power_grid.png
The bar under the picture is 20 µm long. Pins as bars on the die edge. Tap cells in grey.
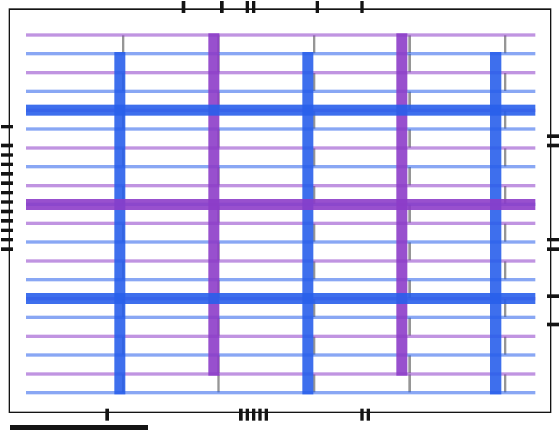
placement_by_type.png
The bar under the picture is 20 µm long.
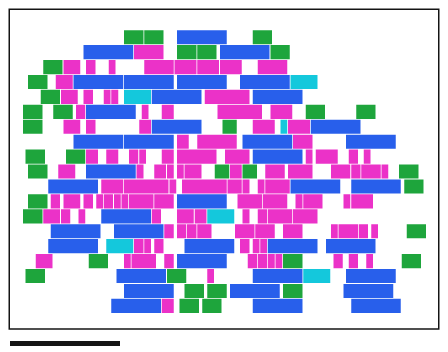
clk_routes.png
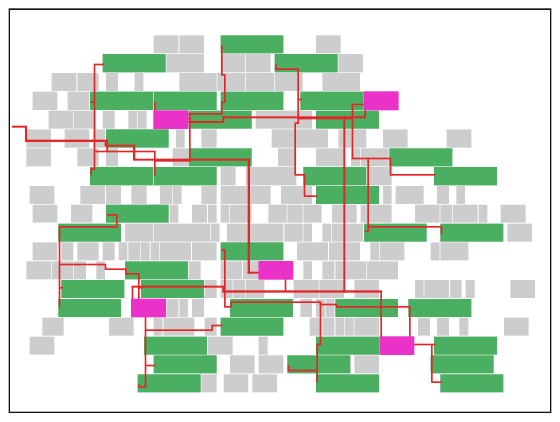
wires.png
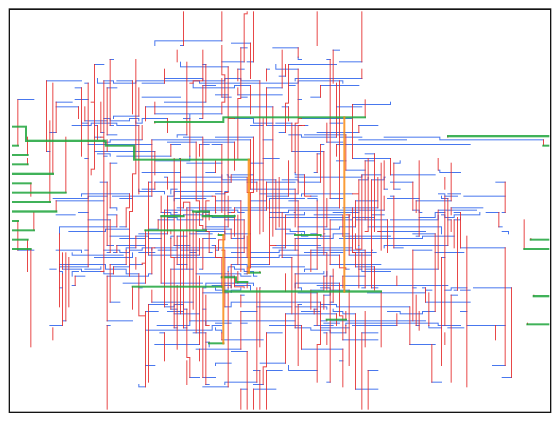
**config.mk**
```make
export PLATFORM = sky130hd
export DESIGN_NAME = chunked_adder_seq_flat
export DESIGN_NICKNAME = d
export VERILOG_FILES = /design/src/rtl/chunked_adder_seq_if.sv /design/src/rtl/chunked_adder_seq.sv /design/src/flat_wrapper.sv
export SDC_FILE = /design/constraint.sdc
export NUM_CORES = 1
export LEC_CHECK = 0
export CORE_AREA = 2 2 76 56
export CTS_CLUSTER_SIZE = 20
export DETAILED_ROUTE_END_ITERATION = 6
export DIE_AREA = 0 0 78 58
export PLACE_DENSITY = 0.83
export SYNTH_ARGS = -nofsm -noshare
export SYNTH_HDL_FRONTEND = slang
export SYNTH_SLANG_ARGS = --single-unit
```
**constraint.sdc**
```tcl
create_clock -name CLK -period 3.51 [get_ports CLK]
set_clock_uncertainty 0.15 [all_clocks]
set_input_delay 0.5265 -clock CLK [delete_from_list [all_inputs] [get_ports CLK]]
set_output_delay 0.5265 -clock CLK [all_outputs]
set_load 0.01 [all_outputs]
```
**src/rtl/chunked_adder_seq_if.sv**
```systemverilog
// Handshake and operand/result bundle for chunked_adder_seq.
// The master side requests operations; the slave side is the adder.
interface chunked_adder_seq_if #(
    parameter int unsigned WIDTH = 8
);
    logic             START;
    logic             SUB;
    logic [WIDTH-1:0] A;
    logic [WIDTH-1:0] B;
    logic             CIN;
    logic             BUSY;
    logic             DONE;
    logic [WIDTH-1:0] F;
    logic             COUT;
    logic             OVF;

    modport master (
        output START, SUB, A, B, CIN,
        input  BUSY, DONE, F, COUT, OVF
    );

    modport slave (
        input  START, SUB, A, B, CIN,
        output BUSY, DONE, F, COUT, OVF
    );
endinterface

```
**src/rtl/chunked_adder_seq.sv**
```systemverilog
// Multi-cycle adder/subtractor: processes CHUNK bits per clock, LSB chunk first,
// with a carry register between chunks. Result held registered until the next completion.
module chunked_adder_seq #(
    parameter int unsigned WIDTH = 8,
    parameter int unsigned CHUNK = 2
) (
    input  logic CLK,
    input  logic RST_N,
    chunked_adder_seq_if.slave bus
);
    localparam int unsigned N    = (CHUNK > 0) ? WIDTH / CHUNK : 1;
    localparam int unsigned IDXW = (N > 1) ? $clog2(N) : 1;

    if (WIDTH < 1 || CHUNK < 1 || (WIDTH % CHUNK) != 0) begin : g_param_check
        $error("chunked_adder_seq: WIDTH must be >= 1 and a multiple of CHUNK");
    end

    typedef enum logic {IDLE, RUN} state_t;

    state_t            state_q, state_d;
    logic [WIDTH-1:0]  a_q, a_d;
    logic [WIDTH-1:0]  b_q, b_d;
    logic              carry_q, carry_d;
    logic [IDXW-1:0]   idx_q, idx_d;
    logic [WIDTH-1:0]  res_q, res_d;
    logic [WIDTH-1:0]  f_q, f_d;
    logic              cout_q, cout_d;
    logic              ovf_q, ovf_d;
    logic              done_q, done_d;
    logic [CHUNK:0]    sum;
    logic              last_chunk;
    int unsigned       base;

    assign last_chunk = (idx_q == IDXW'(N - 1));

    always_ff @(posedge CLK or negedge RST_N) begin
        if (!RST_N) begin
            state_q <= IDLE;
            a_q     <= '0;
            b_q     <= '0;
            carry_q <= 1'b0;
            idx_q   <= '0;
            res_q   <= '0;
            f_q     <= '0;
            cout_q  <= 1'b0;
            ovf_q   <= 1'b0;
            done_q  <= 1'b0;
        end else begin
            state_q <= state_d;
            a_q     <= a_d;
            b_q     <= b_d;
            carry_q <= carry_d;
            idx_q   <= idx_d;
            res_q   <= res_d;
            f_q     <= f_d;
            cout_q  <= cout_d;
            ovf_q   <= ovf_d;
            done_q  <= done_d;
        end
    end

    always_comb begin
        state_d = state_q;
        case (state_q)
            IDLE:    if (bus.START) state_d = RUN;
            RUN:     if (last_chunk) state_d = IDLE;
            default: state_d = IDLE;
        endcase
    end

    // Subtract is A + ~B + 1, so only the effective B and initial carry are stored.
    always_comb begin
        a_d     = a_q;
        b_d     = b_q;
        carry_d = carry_q;
        idx_d   = idx_q;
        res_d   = res_q;
        f_d     = f_q;
        cout_d  = cout_q;
        ovf_d   = ovf_q;
        done_d  = 1'b0;
        base    = CHUNK * 32'(idx_q);
        sum     = '0;
        case (state_q)
            IDLE: begin
                if (bus.START) begin
                    a_d     = bus.A;
                    b_d     = bus.SUB ? ~bus.B : bus.B;
                    carry_d = bus.SUB | bus.CIN;
                    idx_d   = '0;
                end
            end
            RUN: begin
                sum = {1'b0, a_q[base +: CHUNK]} + {1'b0, b_q[base +: CHUNK]}
                    + {{CHUNK{1'b0}}, carry_q};
                res_d[base +: CHUNK] = sum[CHUNK-1:0];
                carry_d = sum[CHUNK];
                idx_d   = idx_q + IDXW'(1);
                if (last_chunk) begin
                    f_d    = res_d;
                    cout_d = sum[CHUNK];
                    ovf_d  = (a_q[WIDTH-1] == b_q[WIDTH-1]) && (res_d[WIDTH-1] != a_q[WIDTH-1]);
                    done_d = 1'b1;
                    idx_d  = '0;
                end
            end
            default: ;
        endcase
    end

    always_comb begin
        bus.BUSY = (state_q == RUN);
        bus.DONE = done_q;
        bus.F    = f_q;
        bus.COUT = cout_q;
        bus.OVF  = ovf_q;
    end
endmodule

```
**src/flat_wrapper.sv**
```systemverilog
// flat-port wrapper written by rule: the top's interface ports become plain ports
module chunked_adder_seq_flat 
#(
    parameter int unsigned WIDTH = 8,
    parameter int unsigned CHUNK = 2
)
  (CLK, RST_N, bus_START, bus_SUB, bus_A, bus_B, bus_CIN, bus_BUSY, bus_DONE, bus_F, bus_COUT, bus_OVF);
  chunked_adder_seq_if #(.WIDTH(WIDTH)) bus_i ();
  input  logic CLK;
  input  logic RST_N;
  input wire logic [$bits(bus_i.START)-1:0] bus_START;
  input wire logic [$bits(bus_i.SUB)-1:0] bus_SUB;
  input wire logic [$bits(bus_i.A)-1:0] bus_A;
  input wire logic [$bits(bus_i.B)-1:0] bus_B;
  input wire logic [$bits(bus_i.CIN)-1:0] bus_CIN;
  output wire logic [$bits(bus_i.BUSY)-1:0] bus_BUSY;
  output wire logic [$bits(bus_i.DONE)-1:0] bus_DONE;
  output wire logic [$bits(bus_i.F)-1:0] bus_F;
  output wire logic [$bits(bus_i.COUT)-1:0] bus_COUT;
  output wire logic [$bits(bus_i.OVF)-1:0] bus_OVF;
  assign bus_i.START = bus_START;
  assign bus_i.SUB = bus_SUB;
  assign bus_i.A = bus_A;
  assign bus_i.B = bus_B;
  assign bus_i.CIN = bus_CIN;
  assign bus_BUSY = bus_i.BUSY;
  assign bus_DONE = bus_i.DONE;
  assign bus_F = bus_i.F;
  assign bus_COUT = bus_i.COUT;
  assign bus_OVF = bus_i.OVF;
  chunked_adder_seq #(.WIDTH(WIDTH), .CHUNK(CHUNK)) u_core (.CLK(CLK), .RST_N(RST_N), .bus(bus_i));
endmodule
```
==> run notes <==
yosys + openroad results -> cell taking the most area after synthesis dfrtp_1, pin slew with the least headroom to its limit about 0.95 ns, Setup WS pre-CTS 0.7560 ns, die y size 58 µm, DP HPWL between 2000 and 3000 µm, Startpoint Class flop, Floorplan Nets 191, count of non-CTS buffers in the layout 35, share of cells above drive strength 1 13.85%, tap cells ~52, CP max FO 4, Final clock-cell share 3.085%, DR iter-0 viols 95, most frequent cell after synthesis dfrtp_1, power per cell area 911.4 nW/µm², clock share of power between 10% and 20%, H-tree depth 2, Mapped Avg Cell Area 11.92 µm², Vias per Instance 5.417, clk_lat worst skew 0.29 ns, CP required 3.50 ns, top cells by count, synth dfrtp_1, nand2_1, o21ai_0, mux2_2, xnor2_1, Synth Instances 162, distinct lib cells 28, WHS Path Cells 2, grt met3 use 7.009%, die width 78 µm, initial cell density of the core 50.76%, clk slew on worst S/H paths roughly 0.060 ns, Pwr top combinational cells, TritonCTS clock tree yes, Worst R2R Start u_core.idx_q[0], Flops 39, maxcap violations 0, Hold Path Class reg2reg, die area 4524 µm², CP endpoint kind flop, vias 1,338, synth-to-layout area growth 21.84%, metal2 WL 1882 µm, core area around 3800 µm², Worst Setup Path Type reg2reg, Top Metal Used met4, synth top area cells dfrtp_1, mux2_2, mux4_2, o21ai_0, nand2_1, Yosys warnings 0, metal3 WL 207 µm, combinational share of cell area 37.61%, Logic inverters 3, # DRC 0, GR peak layer met2, R2R depth 6, outcome finished clean, Top Layout Cells dfrtp_1, clkdlybuf4s50_1, nand2_1, sequential power 0.000822 W, placer's final routability congestion estimate 0.8895, final hold violation count 0, Sw Ratio 37.42%, 1st-pass router iterations 4, ys cells 162, min-delay src u_core.bus.F[0], slack of the critical path 0.7523 ns, number of clock buffers in the layout 6, first-pass GRT wire length 6472 µm, DR WL/cell ~15 µm, vias in the first global route 1,353, sequential share of power a little under two fifths, WL final about 3800 µm, Reg area 975.9 µm², Tcrit/Tclk final 78.57%, Yosys Chip Area a little under 2000 µm², Flops after synth 39, P_comb 0.00105 W, Top Ports 33, Synth Seq Share 50.55%, Max clock buf depth 2, largest net degree at the start of global routing 26, combinational power share between 40 and 50%, fraction of registers with async set/reset 100.0%, Clk. pwr around 0.00027 W, relative slew slack 36.32%
-- power_grid.png (at the start) --
legend:
  purple:
    net: VDD
  blue:
    net: VSS
rows: 19
met4 straps: 5
met1 rails: 20
met5 straps: 3
signal pins: 33

-- placement_by_type.png (at the start) --
legend:
  magenta:
    class: combinational and other logic
    cells: 115
  green:
    class: remaining buffers and delay cells
    cells: 35
  cyan:
    class: clock drivers and dummy loads
    cells: 6
  blue:
    class: sequential cells
    cells: 39
Rows: 19
sequential share of cell area: 41.49%
Finished Core Util: 61.84%

-- clk_routes.png (at the start) --
legend:
  red:
    item: clock wires
    length: 458 µm
  green:
    item: flip-flops
    count: 39
  magenta:
    item: clock drivers
    count: 5
routed clock nets: 6
flops lie: all over the die

-- wires.png (at the start) --
legend:
  red:
    layer: metal 2
    wire_length: 1,880 µm
  blue:
    layer: metal 1
    wire_length: 1,660 µm
  green:
    layer: metal 3
    wire_length: 207 µm
  orange:
    layer: metal 4
    wire_length: 57.1 µm

worst max-delay path by stage:
| stage | start | end | slack (ns) | depth (start not counted) |
|---|---|---|---|---|
| 2_1_floorplan | u_core.idx_q[0] | u_core.bus.OVF | 0.77 | 7 |
| 3_3_place_gp | u_core.idx_q[0] | u_core.bus.F[1] | 0.83 | 6 |
| 3_5_place_dp | u_core.idx_q[0] | u_core.bus.F[5] | 0.76 | 6 |
| 4_1_cts | u_core.idx_q[0] | u_core.bus.F[5] | 0.75 | 6 |
| 5_1_grt | u_core.idx_q[0] | u_core.bus.F[1] | 0.62 | 6 |
| 6_report | u_core.idx_q[0] | u_core.bus.F[5] | 0.75 | 6 |
critical path, stage by stage, from the launching register on:
cell	delay, ns
dfrtp_1	0.45
mux4_2	0.55
fa_1	0.42
fa_1	0.51
and4bb_2	0.26
mux2i_1	0.17
o21ai_0	0.11
metrics by stage:
stage / hold slack, ns / total power [W] / cells / cell area, µm²
floorplan: 0.08091 / 0.001523 / 162 / 1931
global placement: 0.3110 / 0.001810 / 241 / 2280
detailed placement: 0.3190 / 0.001874 / 241 / 2280
CTS: 0.3339 / 0.002150 / 247 / 2352
global route: 0.3662 / 0.002301 / 247 / 2352
finish: 0.3269 / 0.002144 / 247 / 2352
sequential cells by signal, indices dropped and copies added (netlist names), 2 cells and up:
register      cells
u_core.a_q        8
u_core.b_q        8
u_core.bus.F      8
u_core.idx_q      2
u_core.res_q      8
cell families after synthesis:
family / Yosys count / share of synthesized area (%)
AND/OR/NAND/NOR: 45 / 12.57
flip-flops: 39 / 50.55
AND-OR/OR-AND: 29 / 8.296
multiplexers: 22 / 15.36
buffers and inverters: 11 / 3.629
XOR/XNOR: 8 / 3.629
adder cells (fa/ha/maj): 8 / 5.962
Power and IR drop assume default switching activity.
